<file path="config.mk">
export PLATFORM = sky130hd
export DESIGN_NAME = run_ctrl_flat
export DESIGN_NICKNAME = d
export VERILOG_FILES = /design/src/rtl/run_ctrl_pkg.sv /design/src/rtl/run_ctrl_if.sv /design/src/rtl/run_ctrl_sat_counter.sv /design/src/rtl/run_ctrl.sv /design/src/flat_wrapper.sv
export SDC_FILE = /design/constraint.sdc
export NUM_CORES = 1
export LEC_CHECK = 0
export ABC_CLOCK_PERIOD_IN_PS = 2750
export CORE_MARGIN = 1.5
export CORE_UTILIZATION = 47
export CTS_CLUSTER_SIZE = 14
export DETAILED_ROUTE_END_ITERATION = 10
export GPL_TIMING_DRIVEN = 0
export PLACE_DENSITY = 0.83
export SLEW_MARGIN = 20
export SYNTH_ARGS = -nofsm -noshare
export SYNTH_HDL_FRONTEND = slang
export SYNTH_SLANG_ARGS = --single-unit
</file>
<file path="constraint.sdc">
create_clock -name CLK -period 2.75 [get_ports CLK]
set_clock_uncertainty 0.05 [all_clocks]
set_input_delay 0.55 -clock CLK [delete_from_list [all_inputs] [get_ports CLK]]
set_output_delay 0.55 -clock CLK [all_outputs]
set_load 0.1 [all_outputs]
</file>
<file path="src/rtl/run_ctrl_pkg.sv">
// Shared command, state and stop-cause codes for the run/step controller.
// Latency: none (definitions only).
// Backpressure: none (definitions only).
package run_ctrl_pkg;

  typedef logic [1:0] cmd_t;
  typedef logic [1:0] state_t;
  typedef logic [1:0] cause_t;

  // Host command codes
  localparam cmd_t CMD_RUN   = 2'd0;
  localparam cmd_t CMD_STEP  = 2'd1;
  localparam cmd_t CMD_STOP  = 2'd2;
  localparam cmd_t CMD_CLEAR = 2'd3;

  // Controller state codes
  localparam state_t ST_IDLE    = 2'd0;
  localparam state_t ST_RUN     = 2'd1;
  localparam state_t ST_STEP    = 2'd2;
  localparam state_t ST_STOPPED = 2'd3;

  // Stop causes; host STOP and budget expiry share one code
  localparam cause_t CAUSE_NONE  = 2'd0;
  localparam cause_t CAUSE_HALT  = 2'd1;
  localparam cause_t CAUSE_BREAK = 2'd2;
  localparam cause_t CAUSE_LIMIT = 2'd3;

endpackage

</file>
<file path="src/rtl/run_ctrl_if.sv">
// Host command port of the run/step controller (valid/ready).
// Latency: a command is taken on the edge where CMD_VALID & CMD_READY.
// Backpressure: CMD_READY drops only while a single step is in flight.
interface run_ctrl_if;
  import run_ctrl_pkg::*;

  logic CMD_VALID;
  cmd_t CMD;
  logic CMD_READY;

  modport master (output CMD_VALID, output CMD, input CMD_READY);
  modport slave  (input CMD_VALID, input CMD, output CMD_READY);

endinterface

</file>
<file path="src/rtl/run_ctrl_sat_counter.sv">
// Saturating up-counter with synchronous clear (clear beats increment).
// Latency: q updates on the edge after clr/inc.
// Backpressure: none; holds at all-ones instead of wrapping.
module sat_counter #(
  parameter int unsigned W = 16
) (
  input  logic         clk,
  input  logic         rst_n,
  input  logic         clr,
  input  logic         inc,
  output logic [W-1:0] q
);

  // Clear wins over increment; increment stops at all-ones
  always_ff @(posedge clk or negedge rst_n) begin
    if (!rst_n) begin
      q <= '0;
    end else if (clr) begin
      q <= '0;
    end else if (inc && (q != {W{1'b1}})) begin
      q <= q + W'(1);
    end
  end

endmodule

</file>
<file path="src/rtl/run_ctrl.sv">
// Run/step controller owning the CPU enable: run, single step, breakpoint, halt, budget.
// Latency: EN_L low the cycle after RUN/STEP accept; stop drops EN_L same cycle, STATE/CAUSE/DONE next edge.
// Backpressure: CMD_READY is low only in STEP; commands are otherwise always accepted.
module run_ctrl
  import run_ctrl_pkg::*;
#(
  parameter int unsigned MAX_CYCLES = 0,
  parameter int unsigned CNT_W      = 16
) (
  input  logic             CLK,
  input  logic             RESET,
  run_ctrl_if.slave        host,
  input  logic [7:0]       PC,
  input  logic             HALT_INS,
  input  logic             BP_EN,
  input  logic [7:0]       BP_ADDR,
  output logic             EN_L,
  output logic [1:0]       STATE,
  output logic [1:0]       CAUSE,
  output logic             DONE,
  output logic [CNT_W-1:0] ICOUNT
);

  // run_cnt only needs to reach MAX_CYCLES
  localparam int unsigned RUN_W = (MAX_CYCLES > 1) ? $clog2(MAX_CYCLES + 1) : 1;
  localparam logic [RUN_W-1:0] MAX_V = RUN_W'(MAX_CYCLES);

  state_t           state, state_nxt;
  cause_t           cause, cause_nxt;
  logic             done_nxt;
  logic             skip_bp, skip_set;
  logic [RUN_W-1:0] run_cnt;
  logic             cmd_rdy, accept, exec;
  logic             run_clr, ic_clr;
  logic             halt_c, bp_c, lim_c, stop_c;

  assign cmd_rdy        = (state != ST_STEP);
  assign host.CMD_READY = cmd_rdy;
  assign accept         = host.CMD_VALID & cmd_rdy;

  // Stop conditions evaluated against the instruction sitting at PC
  always_comb begin
    halt_c = HALT_INS;
    bp_c   = BP_EN && (PC == BP_ADDR) && !skip_bp;
    lim_c  = (MAX_CYCLES != 0) && (run_cnt == MAX_V);
    stop_c = (state == ST_RUN) && (halt_c || bp_c || lim_c);
  end

  // Enable is gated by reset so the CPU freezes the moment reset asserts
  always_comb begin
    EN_L = !(RESET && ((state == ST_STEP) || ((state == ST_RUN) && !stop_c)));
    exec = !EN_L;
  end

  // FSM next state, stop cause and DONE request
  always_comb begin
    state_nxt = state;
    cause_nxt = cause;
    done_nxt  = 1'b0;
    run_clr   = 1'b0;
    skip_set  = 1'b0;
    ic_clr    = accept && (host.CMD == CMD_CLEAR);
    if (ic_clr) cause_nxt = CAUSE_NONE;
    case (state)
      ST_IDLE, ST_STOPPED: begin
        if (accept && ((host.CMD == CMD_RUN) || (host.CMD == CMD_STEP))) begin
          if (HALT_INS) begin
            state_nxt = ST_STOPPED;
            cause_nxt = CAUSE_HALT;
            done_nxt  = 1'b1;
          end else if (host.CMD == CMD_RUN) begin
            state_nxt = ST_RUN;
            run_clr   = 1'b1;
            skip_set  = 1'b1;
          end else begin
            state_nxt = ST_STEP;
          end
        end
      end
      ST_RUN: begin
        if (stop_c) begin
          state_nxt = ST_STOPPED;
          done_nxt  = 1'b1;
          if (halt_c)    cause_nxt = CAUSE_HALT;
          else if (bp_c) cause_nxt = CAUSE_BREAK;
          else           cause_nxt = CAUSE_LIMIT;
        end else if (accept && (host.CMD == CMD_STOP)) begin
          // The instruction in this cycle still commits
          state_nxt = ST_STOPPED;
          cause_nxt = CAUSE_LIMIT;
          done_nxt  = 1'b1;
        end
      end
      ST_STEP: begin
        state_nxt = ST_STOPPED;
        cause_nxt = CAUSE_NONE;
        done_nxt  = 1'b1;
      end
      default: state_nxt = ST_IDLE;
    endcase
  end

  // State, cause, DONE pulse and breakpoint-skip registers
  always_ff @(posedge CLK or negedge RESET) begin
    if (!RESET) begin
      state   <= ST_IDLE;
      cause   <= CAUSE_NONE;
      DONE    <= 1'b0;
      skip_bp <= 1'b0;
    end else begin
      state <= state_nxt;
      cause <= cause_nxt;
      DONE  <= done_nxt;
      if (skip_set)  skip_bp <= 1'b1;
      else if (exec) skip_bp <= 1'b0;
    end
  end

  assign STATE = state;
  assign CAUSE = cause;

  sat_counter #(.W(CNT_W)) u_icount (
    .clk   (CLK),
    .rst_n (RESET),
    .clr   (ic_clr),
    .inc   (exec),
    .q     (ICOUNT)
  );

  sat_counter #(.W(RUN_W)) u_run_cnt (
    .clk   (CLK),
    .rst_n (RESET),
    .clr   (run_clr),
    .inc   (exec),
    .q     (run_cnt)
  );

endmodule

</file>
<file path="src/flat_wrapper.sv">
// flat-port wrapper written by rule: the top's interface ports become plain ports
module run_ctrl_flat import run_ctrl_pkg::*;
#(
  parameter int unsigned MAX_CYCLES = 0,
  parameter int unsigned CNT_W      = 16
)
  (CLK, RESET, PC, HALT_INS, BP_EN, BP_ADDR, EN_L, STATE, CAUSE, DONE, ICOUNT, host_CMD_VALID, host_CMD, host_CMD_READY);
  run_ctrl_if host_i ();
  input  logic CLK;
  input  logic RESET;
  input  logic [7:0] PC;
  input  logic HALT_INS;
  input  logic BP_EN;
  input  logic [7:0] BP_ADDR;
  output logic EN_L;
  output logic [1:0] STATE;
  output logic [1:0] CAUSE;
  output logic DONE;
  output logic [CNT_W-1:0] ICOUNT;
  input wire logic [$bits(host_i.CMD_VALID)-1:0] host_CMD_VALID;
  input wire logic [$bits(host_i.CMD)-1:0] host_CMD;
  output wire logic [$bits(host_i.CMD_READY)-1:0] host_CMD_READY;
  assign host_i.CMD_VALID = host_CMD_VALID;
  assign host_i.CMD = host_CMD;
  assign host_CMD_READY = host_i.CMD_READY;
  run_ctrl #(.MAX_CYCLES(MAX_CYCLES), .CNT_W(CNT_W)) u_core (.CLK(CLK), .RESET(RESET), .host(host_i), .PC(PC), .HALT_INS(HALT_INS), .BP_EN(BP_EN), .BP_ADDR(BP_ADDR), .EN_L(EN_L), .STATE(STATE), .CAUSE(CAUSE), .DONE(DONE), .ICOUNT(ICOUNT));
endmodule
</file>
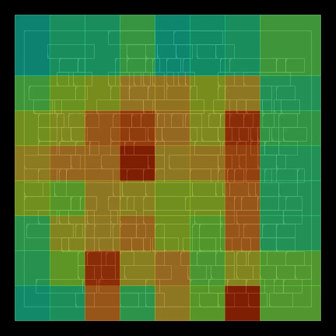
final_congestion.png
GRT met2 Usage: 43.63%
Wirelength per Cell: 15.63 um
GR Util met3: 3.247%
GRT Overall Usage: 25.26%

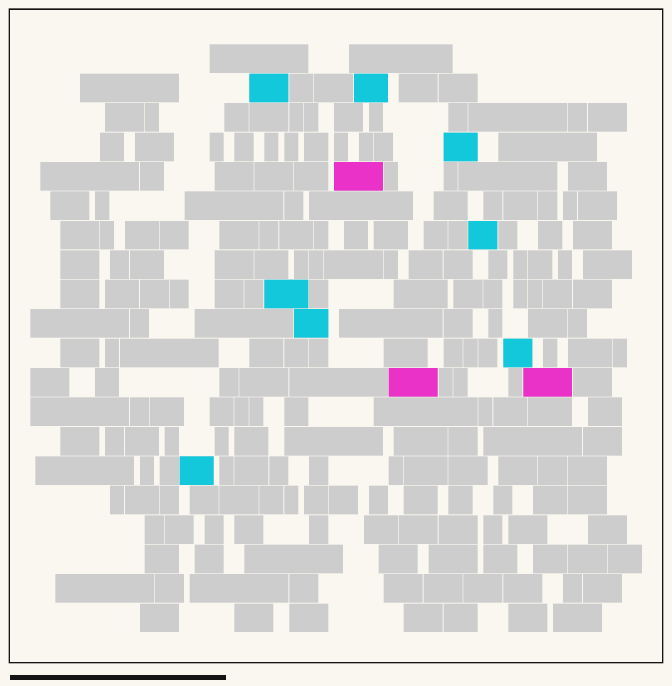
gate_families.png
Scale bar: 20 um.
| family | colour | cells |
|---|---|---|
| adder and majority cells | magenta | 3 |
| AND-OR and OR-AND gates | cyan | 8 |

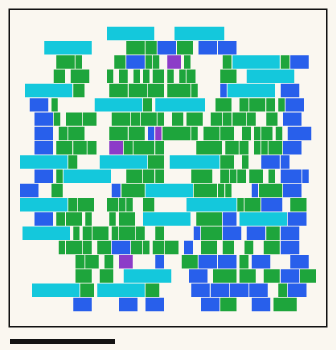
cell_classes.png
Scale bar: 20 um.
| class | colour | cells |
|---|---|---|
| all other logic | green | 145 |
| flip-flops | cyan | 22 |
| clock drivers and dummy loads | purple | 4 |
| other buffers and delay cells | blue | 53 |

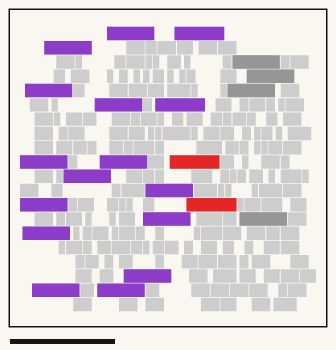
registers.png
Scale bar: 20 um. Other sequential cells in the stronger grey, the rest of the logic in the fainter grey.
| name in the netlist | colour | placed flops |
|---|---|---|
| `u_core.STATE` | red | 2 |
| `u_core.u_icount.q` | purple | 16 |

[repair_timing]
action	4_1_cts	5_1_grt
setup buffers	0	1
endpoints found under the hold margin	0	0
pin swaps	0	1
resized	14	4
setup endpoints to repair	15	2
[final cells by class]
class	instances	area (um^2)	area share, %
Buffer	8	33.78	1.610
Clock buffer	4	26.28	1.252
Inverter	4	15.01	0.7156
Multi-Input combinational cell	141	964.7	45.97
Sequential cell	22	555.5	26.48
Tap cell	44	55.05	2.624
Timing Repair Buffer	45	447.9	21.35
[through the flow]
stage / worst slack, ns / hold WS (ns) / total power [mW]
floorplan: 0.05195 / 0.2044 / 1.132
global placement: -1.435 / 0.4320 / 1.336
detailed placement: -1.525 / 0.4286 / 1.354
CTS: 0.03781 / 0.2870 / 1.520
global route: -0.01176 / 0.3136 / 1.612
finish: 0.1017 / 0.2607 / 1.521
[state kept, by name, summed over array words and instances (netlist names)]
signal,cells
u_core.CAUSE,2
u_core.DONE,1
u_core.STATE,2
u_core.skip_bp,1
u_core.u_icount.q,16
[how the worst min path moves through the flow]
| stage | start | end | slack, ns | cells past startpoint |
|---|---|---|---|---|
| 3_5_place_dp | u_core.skip_bp | u_core.skip_bp | 0.43 | 1 |
| 5_1_grt | RESET | u_core.skip_bp | 0.31 | 1 |
| 6_report | RESET | u_core.STATE[0] | 0.26 | 1 |
| 2_1_floorplan | RESET | u_core.CAUSE[0] | 0.20 | 0 |
| 4_1_cts | RESET | u_core.CAUSE[0] | 0.29 | 1 |
| 3_3_place_gp | u_core.skip_bp | u_core.skip_bp | 0.43 | 1 |
[routing by layer]
metal / vias up / track usage, % / part of all wire, %
li1: 759 / - / -
met1: 766 / 32.25 / 42
met2: 75 / 43.63 / 50
met3: 8 / 3.247 / 6.5
met4: 0 / 8.571 / 1.2
met5: - / 0 / 0
==> flow_summary.toml <==
# synthesis and place-and-route metrics
[run_status]
status = "finished clean"

[final_timing]
setup_viol = 0
slew_viol_final = 0
finalClockPeriodUsage_pct = 96.30
slew_headroom_pct = 34.91

[die]
dieWidth_um = 60.25
pin_count = 46
die-area_um2 = 3629
initCoreUtil_pct = 50.04
rows = 20

[layout]
fin_area_um2 = 2098
fin_util_pct = 68.17
fin_nets = 251
final-instance-count-excl-fill = 268
areaGrowthSynthToFinish_pct = 36.23
lay_top_cells = "clkdlybuf4s50_1 (40), dfrtp_1 (18), nand2_1 (16), a21oi_1 (14), nor2_1 (14)"
fill_cells = 255
diodes = 0

[synthesis]
syn_area_um2 = 1540
top_logic_kind = "simple AND/OR/NAND/NOR gates"
synth_adder_area_share_pct = 2.437
synth.distinct_cells = 53
compound_area_share_pct = 20.96
synth-edff-count = 0
ys_seq_share_pct = 35.74
synth_async_sr_flop_share_pct = 100.0
synthTopCellsByCount = "dfrtp_1 (22), nand2_1 (16), a21oi_1 (14), nor2_1 (14), nand3_1 (9)"
synth_top_cell_by_area = "dfrtp_1"
syn-num-nets = 201
synth_flops = 22
syn_avg_cell_area_um2 = 8.801
synth.top_cell.area_share_pct = 35.74

[routing]
vias = 1608
drc = 0
vias_per_cell = 6.000
drt_iter0_drc = 115

[global_routing]
grt.overflow.total = 0
first_global_vias = 1547
antenna_found_initial = 0
grt_max_degree = 26

[place]
place_congestion = 0.9905
hpwl_mm = 3.004
dp_cells = 263

[setup_path]
critical-path-slowest-cell = "clkdlybuf4s50_1"
crit_chain = "clkdlybuf4s50_1 -> xor2_1 -> nor4_2 -> nand3_1 -> nand2b_4 -> buf_6"
reg2reg_from = "u_core.STATE[0]"
cp_num_cells = 6

[run]
warnings = 27

[pwr]
peakVddDrop_v = 0.0002555
p_clk_mw = 0.166
switching_share_pct = 53.52
p_comb_mw = 0.926
combinationalPowerShare_pct = 60.9
sequentialPowerShare_pct = 28.2
leakagePower_nw = 0.8345
p_seq_mw = 0.429
p_int_mw = 0.7070

[worst_hold_path]
hold_path_class = "in -> async"

[clock_network]
numCtsBuffers = 3
root_buffer = "clkbuf_4"
clock-sinks = 22
htreeDepth = 1
cts_buffer_depth = 2
Power figures rest on the tool's default switching activity, not on a simulated workload.
